**config.mk**
```make
export PLATFORM = sky130hd
export DESIGN_NAME = multi_edge_pulse
export DESIGN_NICKNAME = d
export VERILOG_FILES = /design/src/rtl/multi_edge_pulse_pkg.sv /design/src/rtl/multi_edge_pulse_chan.sv /design/src/rtl/multi_edge_pulse.sv
export SDC_FILE = /design/constraint.sdc
export NUM_CORES = 1
export LEC_CHECK = 0
export CORE_MARGIN = 2
export CORE_UTILIZATION = 45
export CTS_CLUSTER_SIZE = 24
export DETAILED_ROUTE_END_ITERATION = 6
export PLACE_DENSITY = 0.81
export SLEW_MARGIN = 20
export SYNTH_ARGS = -nofsm -noshare
export SYNTH_HDL_FRONTEND = slang
export SYNTH_SLANG_ARGS = --single-unit
export TNS_END_PERCENT = 50
```
**constraint.sdc**
```tcl
create_clock -name clk -period 3.94 [get_ports clk]
set_input_delay 0.788 -clock clk [delete_from_list [all_inputs] [get_ports clk]]
set_output_delay 0.788 -clock clk [all_outputs]
set_load 0.02 [all_outputs]
```
**src/rtl/multi_edge_pulse_pkg.sv**
```systemverilog
// ----------------------------------------------------------------------------
// multi_edge_pulse_pkg
// Shared types and constants for the multi-channel edge-to-pulse converter.
//   edge_mode_e : per-channel edge selection (rise / fall / both / off)
//   SYNC_STAGES : depth of the optional input synchronizer
//                 (used only when LEVEL_PULSE_SYNC_EN is defined)
// ----------------------------------------------------------------------------
package multi_edge_pulse_pkg;

    typedef enum logic [1:0] {
        EDGE_RISE = 2'b00,
        EDGE_FALL = 2'b01,
        EDGE_BOTH = 2'b10,
        EDGE_OFF  = 2'b11
    } edge_mode_e;

    localparam int SYNC_STAGES = 2;

endpackage : multi_edge_pulse_pkg

```
**src/rtl/multi_edge_pulse_chan.sv**
```systemverilog
// ----------------------------------------------------------------------------
// edge_pulse_chan
// One channel of the edge-to-pulse converter: optional synchronizer, history
// register, arming flag, retriggerable pulse counter and sticky overrun flag.
//
// Optional feature: define LEVEL_PULSE_SYNC_EN to pass the level input
// through a SYNC_STAGES-deep synchronizer before edge detection.
//
// Ports:
//   clk       in   system clock
//   rst_n     in   asynchronous active-low reset
//   level     in   level input for this channel
//   mode      in   edge selection (edge_mode_e)
//   ovr_clr   in   single-cycle clear of the overrun flag
//   pulse     out  registered output pulse
//   pulse_nxt out  next-state value of pulse (feeds the top-level OR register)
//   ovr       out  sticky overrun flag
// ----------------------------------------------------------------------------
module edge_pulse_chan
    import multi_edge_pulse_pkg::*;
#(
    parameter int PULSE_W = 1
) (
    input  logic       clk,
    input  logic       rst_n,
    input  logic       level,
    input  edge_mode_e mode,
    input  logic       ovr_clr,
    output logic       pulse,
    output logic       pulse_nxt,
    output logic       ovr
);

    localparam int CNT_W = $clog2(PULSE_W + 1);
    localparam logic [CNT_W-1:0] CNT_LOAD = CNT_W'(PULSE_W);

    logic             s;
    logic             hist;
    logic             armed;
    logic [CNT_W-1:0] cnt;
    logic [CNT_W-1:0] cnt_nxt;
    logic             ovr_nxt;
    logic             edge_det;

`ifdef LEVEL_PULSE_SYNC_EN
    // Synchronizer: sync_p[0] is the first flop, the last stage feeds edge detect.
    logic [SYNC_STAGES-1:0] sync_p;

    always_ff @(posedge clk or negedge rst_n) begin
        if (!rst_n) begin
            sync_p <= '0;
        end else begin
            sync_p <= {sync_p[SYNC_STAGES-2:0], level};
        end
    end

    assign s = sync_p[SYNC_STAGES-1];
`else
    assign s = level;
`endif

    always_comb begin
        edge_det = 1'b0;
        ovr_nxt  = ovr;
        cnt_nxt  = cnt;

        // Unarmed (first edge after reset) the history is not yet valid.
        if (armed) begin
            unique case (mode)
                EDGE_RISE: edge_det = s & ~hist;
                EDGE_FALL: edge_det = ~s & hist;
                EDGE_BOTH: edge_det = s ^ hist;
                default:   edge_det = 1'b0;
            endcase
        end

        // Disabling a channel kills any pulse in flight.
        if (mode == EDGE_OFF) begin
            cnt_nxt = '0;
        end else if (edge_det) begin
            cnt_nxt = CNT_LOAD;
        end else if (cnt != '0) begin
            cnt_nxt = cnt - 1'b1;
        end

        // A retrigger outranks a simultaneous clear.
        if (edge_det && (cnt != '0)) begin
            ovr_nxt = 1'b1;
        end else if (ovr_clr) begin
            ovr_nxt = 1'b0;
        end
    end

    assign pulse_nxt = (cnt_nxt != '0);

    // History keeps tracking in every mode so re-enabling sees a fresh value.
    always_ff @(posedge clk or negedge rst_n) begin
        if (!rst_n) begin
            hist  <= 1'b0;
            armed <= 1'b0;
            cnt   <= '0;
            pulse <= 1'b0;
            ovr   <= 1'b0;
        end else begin
            hist  <= s;
            armed <= 1'b1;
            cnt   <= cnt_nxt;
            pulse <= pulse_nxt;
            ovr   <= ovr_nxt;
        end
    end

endmodule : edge_pulse_chan

```
**src/rtl/multi_edge_pulse.sv**
```systemverilog
// ----------------------------------------------------------------------------
// multi_edge_pulse
// N-channel level-to-pulse converter. Each channel emits a PULSE_W-cycle
// registered pulse on its selected edge, retriggers on edges during a pulse
// and flags such retriggers in a sticky overrun bit.
//
// Optional feature: LEVEL_PULSE_SYNC_EN adds a 2-flop synchronizer per input.
//
// Ports:
//   clk          in   system clock
//   rst_n        in   asynchronous active-low reset
//   level_i      in   [N_CH]     level inputs
//   mode_i       in   [2*N_CH]   per-channel mode, channel c at [2c+1:2c]
//                                00 rise, 01 fall, 10 both, 11 disabled
//   ovr_clr_i    in   [N_CH]     per-channel overrun clear
//   pulse_o      out  [N_CH]     registered pulses
//   any_pulse_o  out             registered OR of pulse_o, cycle-aligned
//   ovr_o        out  [N_CH]     sticky overrun flags
// ----------------------------------------------------------------------------
module multi_edge_pulse
    import multi_edge_pulse_pkg::*;
#(
    parameter int N_CH    = 4,
    parameter int PULSE_W = 1
) (
    input  logic              clk,
    input  logic              rst_n,
    input  logic [N_CH-1:0]   level_i,
    input  logic [2*N_CH-1:0] mode_i,
    input  logic [N_CH-1:0]   ovr_clr_i,
    output logic [N_CH-1:0]   pulse_o,
    output logic              any_pulse_o,
    output logic [N_CH-1:0]   ovr_o
);

    logic [N_CH-1:0] pulse_nxt;

    for (genvar c = 0; c < N_CH; c++) begin : g_chan
        edge_pulse_chan #(
            .PULSE_W (PULSE_W)
        ) u_chan (
            .clk       (clk),
            .rst_n     (rst_n),
            .level     (level_i[c]),
            .mode      (edge_mode_e'(mode_i[2*c +: 2])),
            .ovr_clr   (ovr_clr_i[c]),
            .pulse     (pulse_o[c]),
            .pulse_nxt (pulse_nxt[c]),
            .ovr       (ovr_o[c])
        );
    end

    // Built from next-state pulses so it lines up with pulse_o.
    always_ff @(posedge clk or negedge rst_n) begin
        if (!rst_n) begin
            any_pulse_o <= 1'b0;
        end else begin
            any_pulse_o <= |pulse_nxt;
        end
    end

endmodule : multi_edge_pulse

```
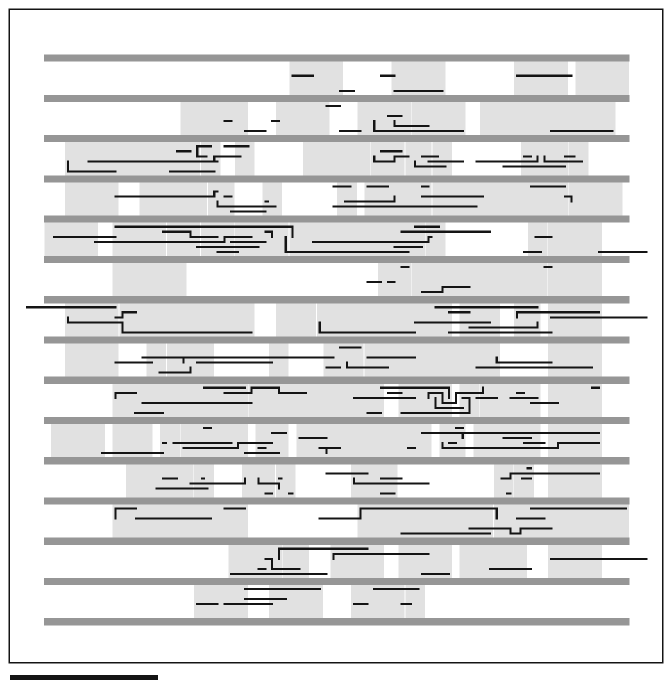
run_1/met1.png
Scale bar: 10 um. Supply wires on this layer in gray. Cells faint in the background.
nets with wire on the layer = 93
main direction = horizontal
wire length on this layer = 526 um
share of all routed wire = 45%

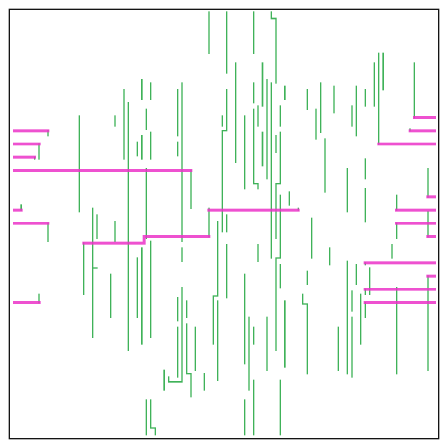
run_1/metal_stack.png
Only two layers are drawn.
magenta -> met3  # wire length 97.3 um
green -> met2  # wire length 555 um

==> flow_metrics.env, run 1 <==
# yosys + openroad results
export IMPL_dp_hpwl_um=945
export IMPL_end_kind="flip-flop"
export IMPL_num_clock_buffers=4
export IMPL_yosysTopAreaCellShare=0.485
export IMPL_cts_buffers=3
export IMPL_grt_pass1_vias=504
export IMPL_async_flop_share=1.00
export IMPL_maxPowerGroup="registers"
export IMPL_ir_drop_mv=0.252
export IMPL_fin_nets=116
export IMPL_place_area_um2=942
export IMPL_slew_headroom=0.596
export IMPL_final_hold_viol_count=0
export IMPL_route_detailed_drc=0
export IMPL_pg_clk_w=0.000103
export IMPL_seq_share=0.358
export IMPL_largest_class="sequential cells"
export IMPL_dieArea_mm2=0.00194
export IMPL_clk_path_buf_depth=2
export IMPL_clock_sinks=14
export IMPL_htreeDepth=1
export IMPL_p_int_w=0.000243
export IMPL_common_cells="15 x inv_1, 14 x dfrtp_1, 8 x buf_4, 8 x ha_1, 6 x nor2b_1"
export IMPL_power_density_mw_per_mm2=328
export IMPL_ys_area_um2=722
export IMPL_finalCritPeriodShare=0.611
export IMPL_fp_nets=93
export IMPL_drtPass1Iterations=3
export IMPL_power_switching_w=0.0000771
export IMPL_logic_area_um2=255
export IMPL_top_level_ports=27
export IMPL_edf_count=0
export IMPL_grt_overflow_total=0
export IMPL_flop_area_um2=350
export IMPL_grt_max_degree=15
export IMPL_syn_avg_cell_area_um2=10.8
export IMPL_crit_fanout=3
export IMPL_seq_cells=14
export IMPL_grtUsageTotal=0.144
export IMPL_wl_um=1180
export IMPL_die_y_um=44.1
export IMPL_synthDistinctLibCells=13
export IMPL_numSynthFlops=14
export IMPL_top_cells_by_area="dfrtp_1 49%, ha_1 14%, buf_4 8.3%, inv_1 7.8%, nor2b_1 5.2%"
export IMPL_cts_tree="done"
export IMPL_die_w_um=44.1
export IMPL_syn_inst=67
export IMPL_slew_violations=0
export IMPL_p_clk_frac=0.320
export IMPL_dp_slack_ns=1.24
export IMPL_grt_setup_unrepaired="no"
export IMPL_clk_pin_slew_ns=0.08
export IMPL_hp_class="reg2reg"
export IMPL_finalSetupViolCount=0
export IMPL_critical_path_class="in2reg"
export IMPL_final_setup_tns_ns=0
export IMPL_grt_antenna_before_repair=0
export IMPL_vias=500
export IMPL_tightest_slew_ns=0.604
export IMPL_drive_gt1_frac=0.0449
export IMPL_status="finished clean"
export IMPL_power_frac_comb=0.190
export IMPL_root_buffer="clkbuf_4"
export IMPL_cts_setup_buffers=0
export IMPL_buffer_area_frac=0.266
export IMPL_antenna_cells=0
export IMPL_n_all_inverters=15
export IMPL_dp_cells=101
export IMPL_grt_first_pass_wirelength_um=2050
export IMPL_fp_util=0.479
export IMPL_syn_area_um2=722
export IMPL_ant_nets=0
export IMPL_postCtsHoldBufs=0
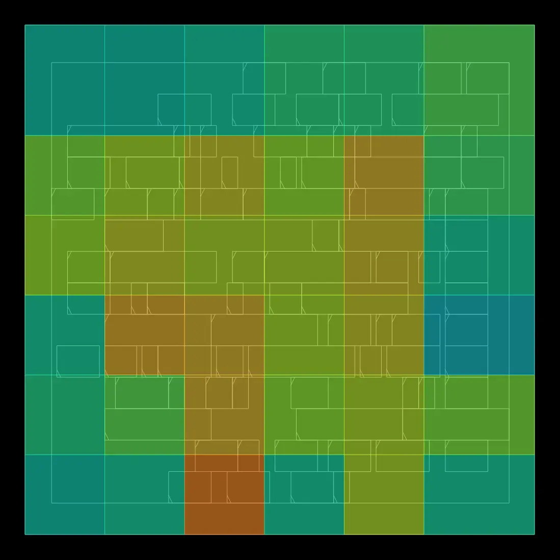
run_1/final_congestion.png
Core Util, Final: 0.650
Most Used Layer, Global Route: met2
grt met2 use: 0.247
GRT met3 Usage: 0.0612

-- run 1: critical path, cell delays in order --
cell and delay (ns):
clkdlybuf4s50_1 0.50, inv_1 0.05, ha_1 0.19, mux2_1 0.29, o211a_1 0.23, or4_1 0.51
-- run 1: logic make-up after synthesis --
family                   count (synthesis)  synth area share
buffers and inverters                   23             0.161
flip-flops                              14             0.485
AND-OR/OR-AND                           12             0.127
adder cells (fa/ha/maj)                  8             0.139
AND/OR/NAND/NOR                          8            0.0676
multiplexers                             1            0.0156
other                                    1           0.00519
-- run 1: registers in the layout (all words and copies together) (netlist names) --
signal,count
g_chan.u_chan.armed,1
any_pulse_o,1
g_chan.u_chan.ovr,4
g_chan.u_chan.hist,4
g_chan.u_chan.pulse,4
-- run 1: worst paths after layout --
path,cells past startpoint,from,slack (ns),to
max reg2reg,4,g_chan[2].u_chan.hist$_DFF_PN0_,2.21,any_pulse_o$_DFF_PN0_
min in group asynchronous,1,rst_n,0.88,g_chan[2].u_chan.pulse$_DFF_PN0_
max in group asynchronous,1,rst_n,2.67,g_chan[0].u_chan.ovr$_DFFE_PN0P_
max,6,level_i[2],1.53,any_pulse_o$_DFF_PN0_
min,1,g_chan[3].u_chan.pulse$_DFF_PN0_,0.50,g_chan[3].u_chan.ovr$_DFFE_PN0P_
min reg2reg,1,g_chan[3].u_chan.pulse$_DFF_PN0_,0.50,g_chan[3].u_chan.ovr$_DFFE_PN0P_
-- run 1: per-layer routing --
layer	share of wire	up-vias	GRT usage
met5	0	-	0
met2	0.47	22	0.247
met3	0.082	0	0.0612
met4	0	0	0.0182
met1	0.45	226	0.172
li1	-	252	-
run_1/pdn.png
Pins as bars on the die edge. Tap cells in gray.
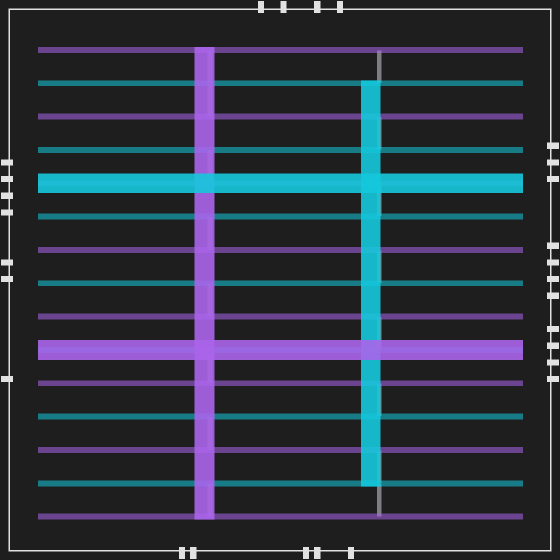

--- run 2 (diff from run 1) ---
- CORE_UTILIZATION: 45 -> 42
- PLACE_DENSITY: 0.81 -> 0.77
- clock period: 3.94 -> 2.4 ns (I/O delays scaled with it)
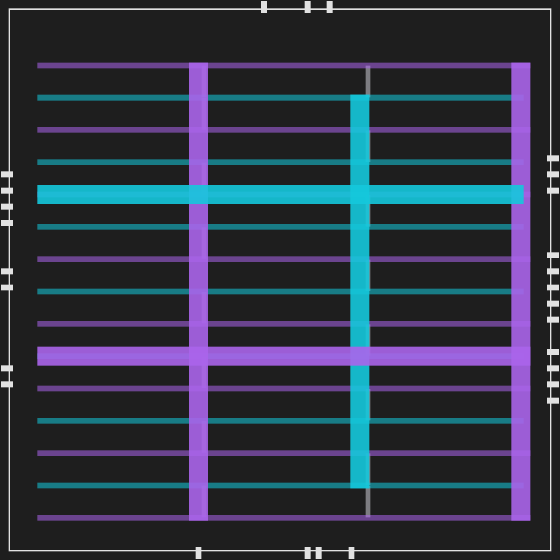
run_2/pdn.png
Pins as bars on the die edge. Tap cells in gray.
cyan -> VDD
purple -> VSS
signal pins = 27
met4 straps = 3
met1 rails = 15

==> run 2 against run 1 <==
Effect of this change: clock-buffer cell count is the same; via count grew 2.4%; first-iteration DRC count grew 100%; utilization shrank 1.7 points; synthesized cell count is the same; critical endpoint unchanged; largest cell class unchanged; largest power group unchanged.
==> flow_metrics.env, run 2 <==
# yosys + openroad results
export IMPL_status="finished clean"
export IMPL_numSynthFlops=14
export IMPL_clk_path_buf_depth=2
export IMPL_drtPass1Iterations=4
export IMPL_path_cells="clkdlybuf4s50_1, inv_1, ha_1, mux2_1, o211a_1, or4_1"
export IMPL_drive_gt1_frac=0.0556
export IMPL_ir_drop_mv=0.477
export IMPL_grt_pass1_vias=524
export IMPL_die_y_um=45.5
export IMPL_flop_area_um2=350
export IMPL_wl_um=1200
export IMPL_seq_share=0.355
export IMPL_async_flop_share=1.00
export IMPL_use_met3=0.0754
export IMPL_syn_avg_cell_area_um2=10.8
export IMPL_power_frac_comb=0.190
export IMPL_num_clock_buffers=4
export IMPL_dp_hpwl_um=963
export IMPL_ant_nets=0
export IMPL_syn_inst=67
export IMPL_clock_sinks=14
export IMPL_largest_class="sequential cells"
export IMPL_root_buffer="clkbuf_4"
export IMPL_logic_area_um2=255
export IMPL_end_kind="flip-flop"
export IMPL_grt_antenna_before_repair=0
export IMPL_hp_class="reg2reg"
export IMPL_cts_buffers=3
export IMPL_r2r_end="any_pulse_o$_DFF_PN0_"
export IMPL_top_cells_by_area="dfrtp_1 49%, ha_1 14%, buf_4 8.3%, inv_1 7.8%, nor2b_1 5.2%"
export IMPL_crit_family="buffers and inverters"
export IMPL_n_all_inverters=15
export IMPL_cpMaxStageDelayCell="or4_1"
export IMPL_crit_path_start="level_i[2]"
export IMPL_grt_max_degree=15
export IMPL_grt_setup_unrepaired="no"
export IMPL_grt_overflow_total=0
export IMPL_fp_util=0.463
export IMPL_dr_max_layer_used="met4"
export IMPL_seq_cells=14
export IMPL_vias=512
export IMPL_synthDistinctLibCells=13
export IMPL_p_clk_frac=0.326
export IMPL_grtUsageTotal=0.147
export IMPL_fin_nets=117
export IMPL_tightest_slew_ns=0.618
export IMPL_wl_met3_um=106
export IMPL_grt_use_met1=0.170
export IMPL_syn_area_um2=722
export IMPL_grt_first_pass_wirelength_um=2120
export IMPL_reg_top3="g_chan.u_chan.hist (4), g_chan.u_chan.ovr (4), g_chan.u_chan.pulse (4)"
export IMPL_slew_headroom=0.586
export IMPL_critPathCapture="any_pulse_o$_DFF_PN0_"
export IMPL_r2r_cells=4
export IMPL_route_detailed_drc=0
export IMPL_htreeDepth=1
export IMPL_wl_met2_um=537
export IMPL_busiest_layer="met2"
[run 2: cell counts after synthesis]
No cell type changed its count.
[run 2: logic make-up (layout without fill, tap and decap cells)]
group,count (synthesis),count (layout),synth area share
AOI/OAI and AO/OA,12,12,0.127
and+or+nand+nor,8,8,0.0676
buffers and inverters,23,46,0.161
adders and majority gates,8,8,0.139
DFF,14,14,0.485
muxes,1,1,0.0156
other,1,1,0.00519
[run 2: power by group through the flow]
stage	Combinational [W]	Sequential [W]	Clock [W]
finish	0.000101	0.000258	0.000173
floorplan	0.0000480	0.000264	0
detailed placement	0.000103	0.000263	0
global placement	0.000100	0.000262	0
CTS	0.000103	0.000258	0.000179
global route	0.000113	0.000260	0.000191
[run 2: how the worst min path moves through the flow]
stage	from	endpoint	slack, ns	cells after the start
finish	g_chan[2].u_chan.pulse$_DFF_PN0_	g_chan[2].u_chan.ovr$_DFFE_PN0P_	0.49	2
global route	g_chan[2].u_chan.pulse$_DFF_PN0_	g_chan[2].u_chan.ovr$_DFFE_PN0P_	0.54	2
floorplan	rst_n	any_pulse_o$_DFF_PN0_	0.18	0
global placement	g_chan[2].u_chan.pulse$_DFF_PN0_	g_chan[2].u_chan.ovr$_DFFE_PN0P_	0.47	2
CTS	g_chan[2].u_chan.pulse$_DFF_PN0_	g_chan[2].u_chan.ovr$_DFFE_PN0P_	0.50	2
detailed placement	g_chan[2].u_chan.pulse$_DFF_PN0_	g_chan[2].u_chan.ovr$_DFFE_PN0P_	0.47	2
[run 2: metrics by stage]
stage	cells	instance area [um2]	worst slack, ns
CTS	106	986	0.330
finish	106	986	0.328
detailed placement	102	950	0.0212
global placement	102	950	0.0534
floorplan	67	722	0.594
global route	106	986	0.271
run_2/metal_stack.png
Only two layers are drawn.
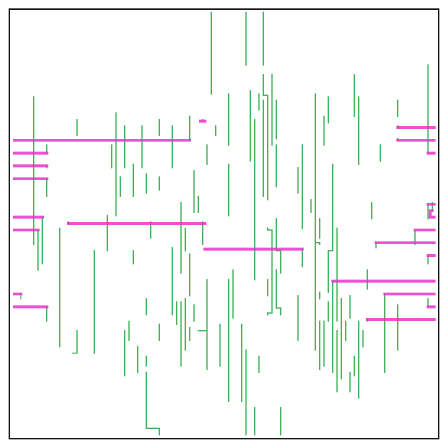

--- run 3 (diff from run 2) ---
- RECOVER_POWER: unset -> 25
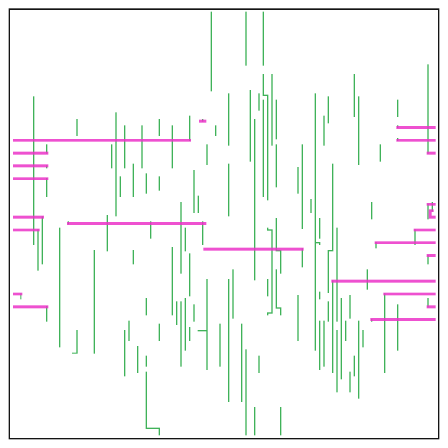
run_3/metal_stack.png
Only two layers are drawn.
magenta -> met3  # wire length 107 um
green -> met2  # wire length 537 um

==> run 3 against run 2 <==
Effect of this change: register-to-register slack barely moved; area after synthesis did not move; total power is 0.31% lower; combinational power about the same.
==> flow_metrics.env, run 3 <==
# yosys + openroad results
export IMPL_grt_max_degree=15
export IMPL_path_cells="dlygate4sd3_1, inv_1, ha_1, mux2_1, o211a_1, or4_1"
export IMPL_clock_sinks=14
export IMPL_async_flop_share=1.00
export IMPL_utilization=0.632
export IMPL_slew_violations=0
export IMPL_numSynthFlops=14
export IMPL_ys_area_um2=722
export IMPL_pg_clk_w=0.000173
export IMPL_fin_area_um2=986
export IMPL_grt_setup_unrepaired="no"
export IMPL_critical_path_class="in2reg"
export IMPL_cpMaxStageDelayCell="dlygate4sd3_1"
export IMPL_finalCritPeriodShare=0.894
export IMPL_die_w_um=45.5
export IMPL_cts_tree="done"
export IMPL_syn_avg_cell_area_um2=10.8
export IMPL_crit_path_max_incr_delay_ns=0.57
export IMPL_yosysTopAreaCellShare=0.485
export IMPL_p_clk_frac=0.327
export IMPL_maxPowerGroup="registers"
export IMPL_power_frac_comb=0.188
export IMPL_dp_cells=102
export IMPL_seq_power_w=0.000258
export IMPL_top_cells_by_area="dfrtp_1 49%, ha_1 14%, buf_4 8.3%, inv_1 7.8%, nor2b_1 5.2%"
export IMPL_grtUsageTotal=0.147
export IMPL_fp_nets=93
export IMPL_cts_setup_buffers=0
export IMPL_final_setup_tns_ns=0
export IMPL_hp_class="reg2reg"
export IMPL_edf_count=0
export IMPL_ys_warn_count=0
export IMPL_power_switching_w=0.000131
export IMPL_status="finished clean"
export IMPL_finalSetupViolCount=0
export IMPL_die_y_um=45.5
export IMPL_crit_fanout=3
export IMPL_grt_overflow_total=0
export IMPL_grt_antenna_before_repair=0
export IMPL_vias=512
export IMPL_dieArea_mm2=0.00207
export IMPL_cts_buffers=3
export IMPL_fin_nets=117
export IMPL_power_density_mw_per_mm2=539
export IMPL_critPathBufInv=2
export IMPL_end_kind="flip-flop"
export IMPL_crit_family="buffers and inverters"
export IMPL_antenna_cells=0
export IMPL_slew_headroom=0.582
export IMPL_route_detailed_drc=0
export IMPL_syn_inst=67
export IMPL_drt_iter0_markers=2
export IMPL_clk_pin_slew_ns=0.09
export IMPL_ir_drop_mv=0.477
export IMPL_synthDistinctLibCells=13
export IMPL_stdcell_count=106
export IMPL_reg_top3="g_chan.u_chan.hist (4), g_chan.u_chan.ovr (4), g_chan.u_chan.pulse (4)"
export IMPL_grt_pass1_vias=524
export IMPL_ant_nets=0
export IMPL_drtPass1Iterations=4
export IMPL_root_buffer="clkbuf_4"
export IMPL_wl_um=1190
export IMPL_p_int_w=0.000400
export IMPL_htreeDepth=1
export IMPL_final_hold_viol_count=0
export IMPL_syn_area_um2=722
export IMPL_clk_path_buf_depth=2
export IMPL_rrSetupSlack_ns=0.69
export IMPL_grt_first_pass_wirelength_um=2120
export IMPL_common_cells="15 x inv_1, 14 x dfrtp_1, 8 x buf_4, 8 x ha_1, 6 x nor2b_1"
export IMPL_fin_ws_ns=0.255
export IMPL_drive_gt1_frac=0.0556
export IMPL_postCtsHoldBufs=0
export IMPL_top_level_ports=27
export IMPL_fp_util=0.463
export IMPL_dp_hpwl_um=963
## run 3: logic make-up (layout without fill, tap and decap cells)
logic type	count (synthesis)	after routing	synth area share
buffers and inverters	23	46	0.161
adders and majority gates	8	8	0.139
AOI/OAI and AO/OA	12	12	0.127
DFF	14	14	0.485
muxes	1	1	0.0156
other	1	1	0.00519
and+or+nand+nor	8	8	0.0676
## run 3: routing by layer
layer  vias to the layer above  GRT usage  part of all wire
met1                       231      0.170              0.45
met3                         3     0.0754             0.089
met4                         0     0.0353             0.011
met5                         -          0                 0
met2                        23      0.239              0.45
li1                        255          -                 -
## run 3: worst min-delay path, delay by kind of cell (launching register included)
family	cells	cell delay, ns
compound gates	1	0.06
flops	1	0.35
simple gates	1	0.05
## run 3: final cells by class
type                            count  area, um2  share of cell area
Clock buffer                        4       36.3              0.0368
Sequential cell                    14        350               0.355
Tap cell                           16       20.0              0.0203
Inverter                           15       56.3              0.0571
Timing Repair Buffer               27        268               0.272
Multi-Input combinational cell     30        255               0.259
## run 3: final timing paths
kind | from | cells past startpoint | endpoint
setup / recovery | level_i[2] | 6 | any_pulse_o$_DFF_PN0_
min in group asynchronous | rst_n | 1 | g_chan[2].u_chan.hist$_DFF_PN0_
max in group asynchronous | rst_n | 1 | g_chan[3].u_chan.hist$_DFF_PN0_
hold / removal | g_chan[2].u_chan.pulse$_DFF_PN0_ | 2 | g_chan[2].u_chan.ovr$_DFFE_PN0P_
hold reg to reg | g_chan[2].u_chan.pulse$_DFF_PN0_ | 2 | g_chan[2].u_chan.ovr$_DFFE_PN0P_
setup reg to reg | g_chan[2].u_chan.hist$_DFF_PN0_ | 4 | any_pulse_o$_DFF_PN0_
Power and IR drop assume default switching activity.
